--- src/rtl/hero_write_arb_if.sv ---
// Bundle of the hero write requester bus and the arbitrated output beat.
// The arbiter sits on the slave side; the requester/consumer side uses master.
interface hero_write_arb_if #(
    parameter int NUM_REQ    = 4,
    parameter int HERO_WIDTH = 36
);
    localparam int OWNER_W = $clog2(NUM_REQ);

    logic [2*NUM_REQ-1:0]          req_cycle_type;
    logic [HERO_WIDTH*NUM_REQ-1:0] req_wdat;
    logic [NUM_REQ-1:0]            req_ready;
    logic [1:0]                    out_cycle_type;
    logic [HERO_WIDTH-1:0]         out_wdat;
    logic [OWNER_W-1:0]            out_owner;
    logic                          out_ready;
    logic                          err_overrun;

    modport master (
        output req_cycle_type, req_wdat, out_ready,
        input  req_ready, out_cycle_type, out_wdat, out_owner, err_overrun
    );

    modport slave (
        input  req_cycle_type, req_wdat, out_ready,
        output req_ready, out_cycle_type, out_wdat, out_owner, err_overrun
    );
endinterface

--- src/rtl/hero_write_arb.sv ---
// Round-robin write arbiter: locks onto a requester for a VALID..DONE transaction,
// registers one beat of output, and truncates transactions at MAX_BEATS.
module hero_write_arb #(
    parameter int NUM_REQ    = 4,
    parameter int HERO_WIDTH = 36,
    parameter int MAX_BEATS  = 64
) (
    input  logic             clk,
    input  logic             rst,
    hero_write_arb_if.slave  bus
);
    localparam int OWNER_W = $clog2(NUM_REQ);
    localparam int CNT_W   = $clog2(MAX_BEATS + 1);

    typedef enum logic [1:0] {
        CT_IDLE  = 2'd0,
        CT_VALID = 2'd1,
        CT_DONE  = 2'd2
    } cycle_type_e;

    typedef enum logic {
        ARB,
        LOCKED
    } state_e;

    state_e                state_q;
    logic [OWNER_W-1:0]    ptr_q;
    logic [OWNER_W-1:0]    owner_q;
    logic [CNT_W-1:0]      cnt_q;
    logic [1:0]            out_type_q;
    logic [HERO_WIDTH-1:0] out_wdat_q;
    logic [OWNER_W-1:0]    out_owner_q;
    logic                  err_q;

    logic [1:0]            req_type [NUM_REQ];
    logic [HERO_WIDTH-1:0] req_data [NUM_REQ];
    logic [NUM_REQ-1:0]    requesting;
    logic [OWNER_W-1:0]    grant;
    logic [OWNER_W-1:0]    cand;
    logic                  grant_vld;
    logic                  load_en;
    logic                  accept;
    logic                  truncate;
    logic                  release_lock;
    logic [1:0]            acc_type;
    logic [OWNER_W-1:0]    ptr_d;

    always_comb begin
        for (int i = 0; i < NUM_REQ; i++) begin
            req_type[i]   = bus.req_cycle_type[2*i +: 2];
            req_data[i]   = bus.req_wdat[HERO_WIDTH*i +: HERO_WIDTH];
            requesting[i] = (bus.req_cycle_type[2*i +: 2] != CT_IDLE);
        end
    end

    // Walk downward from ptr+NUM_REQ-1 so the nearest requester at/after ptr wins last.
    always_comb begin
        grant     = owner_q;
        grant_vld = 1'b0;
        cand      = '0;
        if (state_q == LOCKED) begin
            grant_vld = requesting[owner_q];
        end else begin
            for (int k = NUM_REQ - 1; k >= 0; k--) begin
                cand = OWNER_W'((int'(ptr_q) + k) % NUM_REQ);
                if (requesting[cand]) begin
                    grant     = cand;
                    grant_vld = 1'b1;
                end
            end
        end
    end

    always_comb begin
        load_en      = (out_type_q == CT_IDLE) || bus.out_ready;
        accept       = load_en && grant_vld && !rst;
        acc_type     = req_type[grant];
        truncate     = accept && (acc_type == CT_VALID) && (cnt_q == CNT_W'(MAX_BEATS - 1));
        release_lock = accept && ((acc_type == CT_DONE) || truncate);
        ptr_d        = (grant == OWNER_W'(NUM_REQ - 1)) ? '0 : grant + OWNER_W'(1);
    end

    // NOTE: sequential state uses non-blocking assignments so every register samples pre-edge values.
    always_ff @(posedge clk) begin
        if (rst) begin
            state_q    <= ARB;
            ptr_q      <= '0;
            owner_q    <= '0;
            cnt_q      <= '0;
            out_type_q <= CT_IDLE;
            err_q      <= 1'b0;
        end else begin
            err_q <= 1'b0;
            if (load_en) begin
                out_type_q <= CT_IDLE;
                if (accept) begin
                    out_type_q <= truncate ? CT_DONE : acc_type;
                    err_q      <= truncate;
                    if (release_lock) begin
                        state_q <= ARB;
                        ptr_q   <= ptr_d;
                        cnt_q   <= '0;
                    end else begin
                        state_q <= LOCKED;
                        owner_q <= grant;
                        cnt_q   <= cnt_q + CNT_W'(1);
                    end
                end
            end
        end
    end

    // NOTE: the data/owner payload is qualified by out_cycle_type, so it carries no reset.
    always_ff @(posedge clk) begin
        if (accept) begin
            out_wdat_q  <= req_data[grant];
            out_owner_q <= grant;
        end
    end

    always_comb begin
        bus.req_ready      = accept ? (NUM_REQ'(1) << grant) : '0;
        bus.out_cycle_type = out_type_q;
        bus.out_wdat       = out_wdat_q;
        bus.out_owner      = out_owner_q;
        bus.err_overrun    = err_q;
    end
endmodule

--- src/flat_wrapper.sv ---
// flat-port wrapper written by rule: the top's interface ports become plain ports
module hero_write_arb_flat 
#(
    parameter int NUM_REQ    = 4,
    parameter int HERO_WIDTH = 36,
    parameter int MAX_BEATS  = 64
)
  (clk, rst, bus_req_cycle_type, bus_req_wdat, bus_out_ready, bus_req_ready, bus_out_cycle_type, bus_out_wdat, bus_out_owner, bus_err_overrun);
  hero_write_arb_if #(.NUM_REQ(NUM_REQ), .HERO_WIDTH(HERO_WIDTH)) bus_i ();
  input  logic clk;
  input  logic rst;
  input wire logic [$bits(bus_i.req_cycle_type)-1:0] bus_req_cycle_type;
  input wire logic [$bits(bus_i.req_wdat)-1:0] bus_req_wdat;
  input wire logic [$bits(bus_i.out_ready)-1:0] bus_out_ready;
  output wire logic [$bits(bus_i.req_ready)-1:0] bus_req_ready;
  output wire logic [$bits(bus_i.out_cycle_type)-1:0] bus_out_cycle_type;
  output wire logic [$bits(bus_i.out_wdat)-1:0] bus_out_wdat;
  output wire logic [$bits(bus_i.out_owner)-1:0] bus_out_owner;
  output wire logic [$bits(bus_i.err_overrun)-1:0] bus_err_overrun;
  assign bus_i.req_cycle_type = bus_req_cycle_type;
  assign bus_i.req_wdat = bus_req_wdat;
  assign bus_i.out_ready = bus_out_ready;
  assign bus_req_ready = bus_i.req_ready;
  assign bus_out_cycle_type = bus_i.out_cycle_type;
  assign bus_out_wdat = bus_i.out_wdat;
  assign bus_out_owner = bus_i.out_owner;
  assign bus_err_overrun = bus_i.err_overrun;
  hero_write_arb #(.NUM_REQ(NUM_REQ), .HERO_WIDTH(HERO_WIDTH), .MAX_BEATS(MAX_BEATS)) u_core (.clk(clk), .rst(rst), .bus(bus_i));
endmodule
--- config.mk ---
export PLATFORM = sky130hd
export DESIGN_NAME = hero_write_arb_flat
export DESIGN_NICKNAME = d
export VERILOG_FILES = /design/src/rtl/hero_write_arb_if.sv /design/src/rtl/hero_write_arb.sv /design/src/flat_wrapper.sv
export SDC_FILE = /design/constraint.sdc
export NUM_CORES = 1
export LEC_CHECK = 0
export CORE_MARGIN = 1.5
export CORE_UTILIZATION = 38
export DETAILED_ROUTE_END_ITERATION = 16
export PLACE_DENSITY = 0.81
export RECOVER_POWER = 100
export SYNTH_ARGS = -nofsm -noshare
export SYNTH_HDL_FRONTEND = slang
export SYNTH_SLANG_ARGS = --single-unit
--- constraint.sdc ---
create_clock -name clk -period 3.5 [get_ports clk]
set_input_delay 0.35 -clock clk [delete_from_list [all_inputs] [get_ports clk]]
set_output_delay 0.35 -clock clk [all_outputs]
set_load 0.05 [all_outputs]
==> results.toml, run 1 <==
# physical design summary
[outcome]
status = "complete, no violations"

[timing]
finClkSkew_ps = 10.6
worst_hold_slack_ps = 486

[pwr]
swShare_pct = 47.9
ir_drop_v = 0.000377
clockPowerShare_pct = 9.0
power.group.top = "combinational logic"

[placed_design]
io_buffers = 199

[final_layout]
drive_gt1_share_pct = 5.16
syn2layout_area_growth_pct = 65.8
flop_area_um2 = 1440
largest_register_ffs = 36
comb_area_share_pct = 32.0
buf_share_pct = 37.8

[logic_synthesis]
ys_sh_mux_pct = 2.97
ys_sh_xor_pct = 0.526
avgSynthCellArea_um2 = 8.10

[setup_path]
path_buffers = 4

[grt]
grt_max_degree = 82

[clocking]
post_cts_buffers = 0
cts_tree = "built"

[routing]
drt_iter0_drc = 155

[die]
dieArea_um2 = 9340
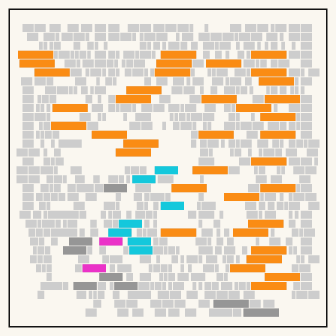
run_1/registers.png
legend:
  u_core.bus.out_wdat:
    colour: orange
    sequential_cells: 36
    where: spread over the die
  u_core.ptr_q:
    colour: magenta
    sequential_cells: 2
  u_core.cnt_q:
    colour: cyan
    sequential_cells: 7

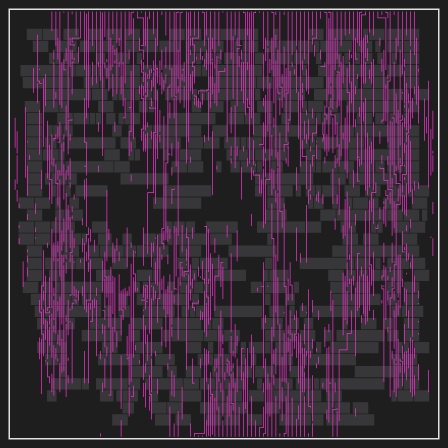
run_1/met2.png
wire length on this layer: 6030 um
nets with wire on the layer: 626

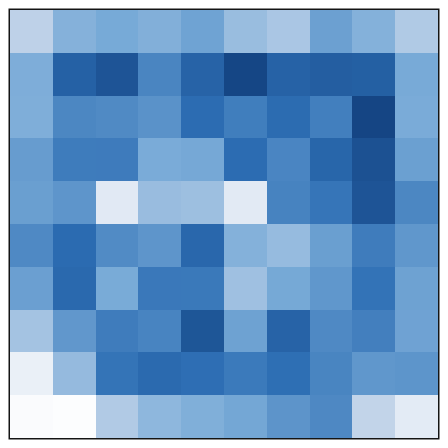
run_1/density.png
The die is cut into 10 by 10 equal tiles; white is low, dark blue is high, 0 to 100% covered.
fullest tile: 91%
emptiest ninth of the die: bottom left
nearly empty tiles: 1.0%
tiles over 75% full: 20%
mean over tiles: 58%

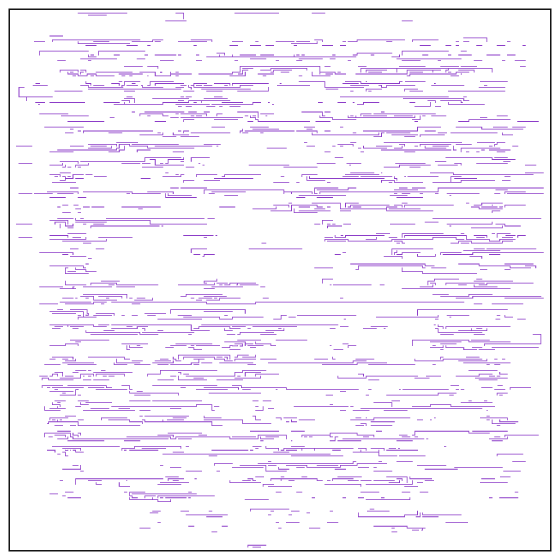
run_1/met1.png
share of all routed wire: 39%
longest straight run: 37.3 um

run_1/final_placement.png
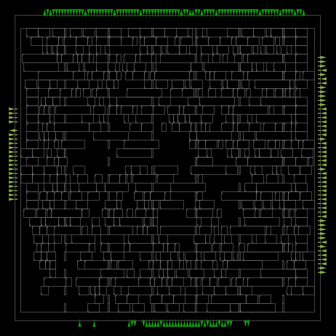

--- run 2 (diff from run 1) ---
--- a/config.mk
+++ b/config.mk
@@ -5,10 +5,11 @@
 export SDC_FILE = /design/constraint.sdc
 export NUM_CORES = 1
 export LEC_CHECK = 0
+export CAP_MARGIN = 10
 export CORE_MARGIN = 1.5
-export CORE_UTILIZATION = 38
+export CORE_UTILIZATION = 41
 export DETAILED_ROUTE_END_ITERATION = 16
-export PLACE_DENSITY = 0.81
+export PLACE_DENSITY = 0.87
 export RECOVER_POWER = 100
 export SYNTH_ARGS = -nofsm -noshare
 export SYNTH_HDL_FRONTEND = slang
==> constraint.sdc (replaced) <==
create_clock -name clk -period 3.88 [get_ports clk]
set_input_delay 0.388 -clock clk [delete_from_list [all_inputs] [get_ports clk]]
set_output_delay 0.388 -clock clk [all_outputs]
set_load 0.05 [all_outputs]
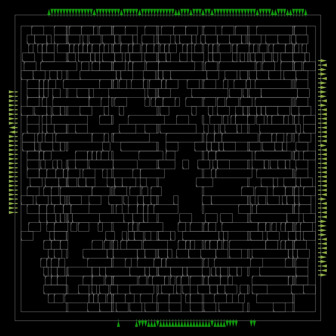
run_2/final_placement.png
Layout Utilization: 70.6%
tap cells: 102
core box area: 7810 um2

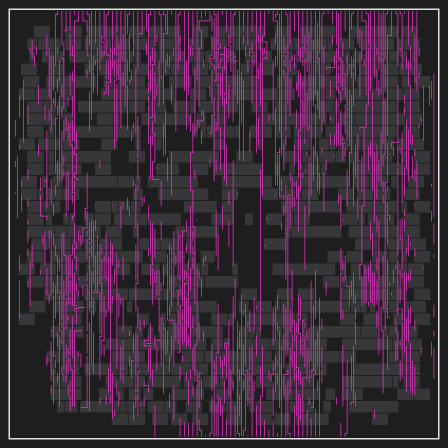
run_2/met2.png
longest straight run: 39.9 um
share of all routed wire: 52%

==> run 2 against run 1 <==
Net effect:
- register-to-register slack improved by 300 ps
- sequential power decreased by about 10%
- routed wire length decreased by 3.8%
- worst setup slack improved by 280 ps
- non-clock buffer count decreased by 1
- sequential share of layout area increased by 0.059 points
- largest cell class unchanged
- critical path depth unchanged
- flip-flop count unchanged
- combinational power decreased by about 10%
- die size decreased by 7.1%
- utilization increased by 4.4 points
- clock power decreased by 8.7%
==> results.toml, run 2 <==
# physical design summary
[logic_synthesis]
ys_sh_mux_pct = 2.97
avgSynthCellArea_um2 = 8.10

[timing]
finClkSkew_ps = 13.2
worst_hold_slack_ps = 479

[die]
dieArea_um2 = 8670

[pwr]
swShare_pct = 47.9
power.group.top = "combinational logic"
clockPowerShare_pct = 9.2

[clocking]
cts_tree = "built"
post_cts_buffers = 0

[final_layout]
drive_gt1_share_pct = 5.00
largest_register_ffs = 36
flop_area_um2 = 1440
syn2layout_area_growth_pct = 65.4
buf_share_pct = 37.6
comb_area_share_pct = 32.2

[grt]
grt_max_degree = 44

[placed_design]
io_buffers = 199

[outcome]
status = "complete, no violations"

[setup_path]
path_buffers = 1

[routing]
drt_iter0_drc = 181
Power and IR drop assume default switching activity.
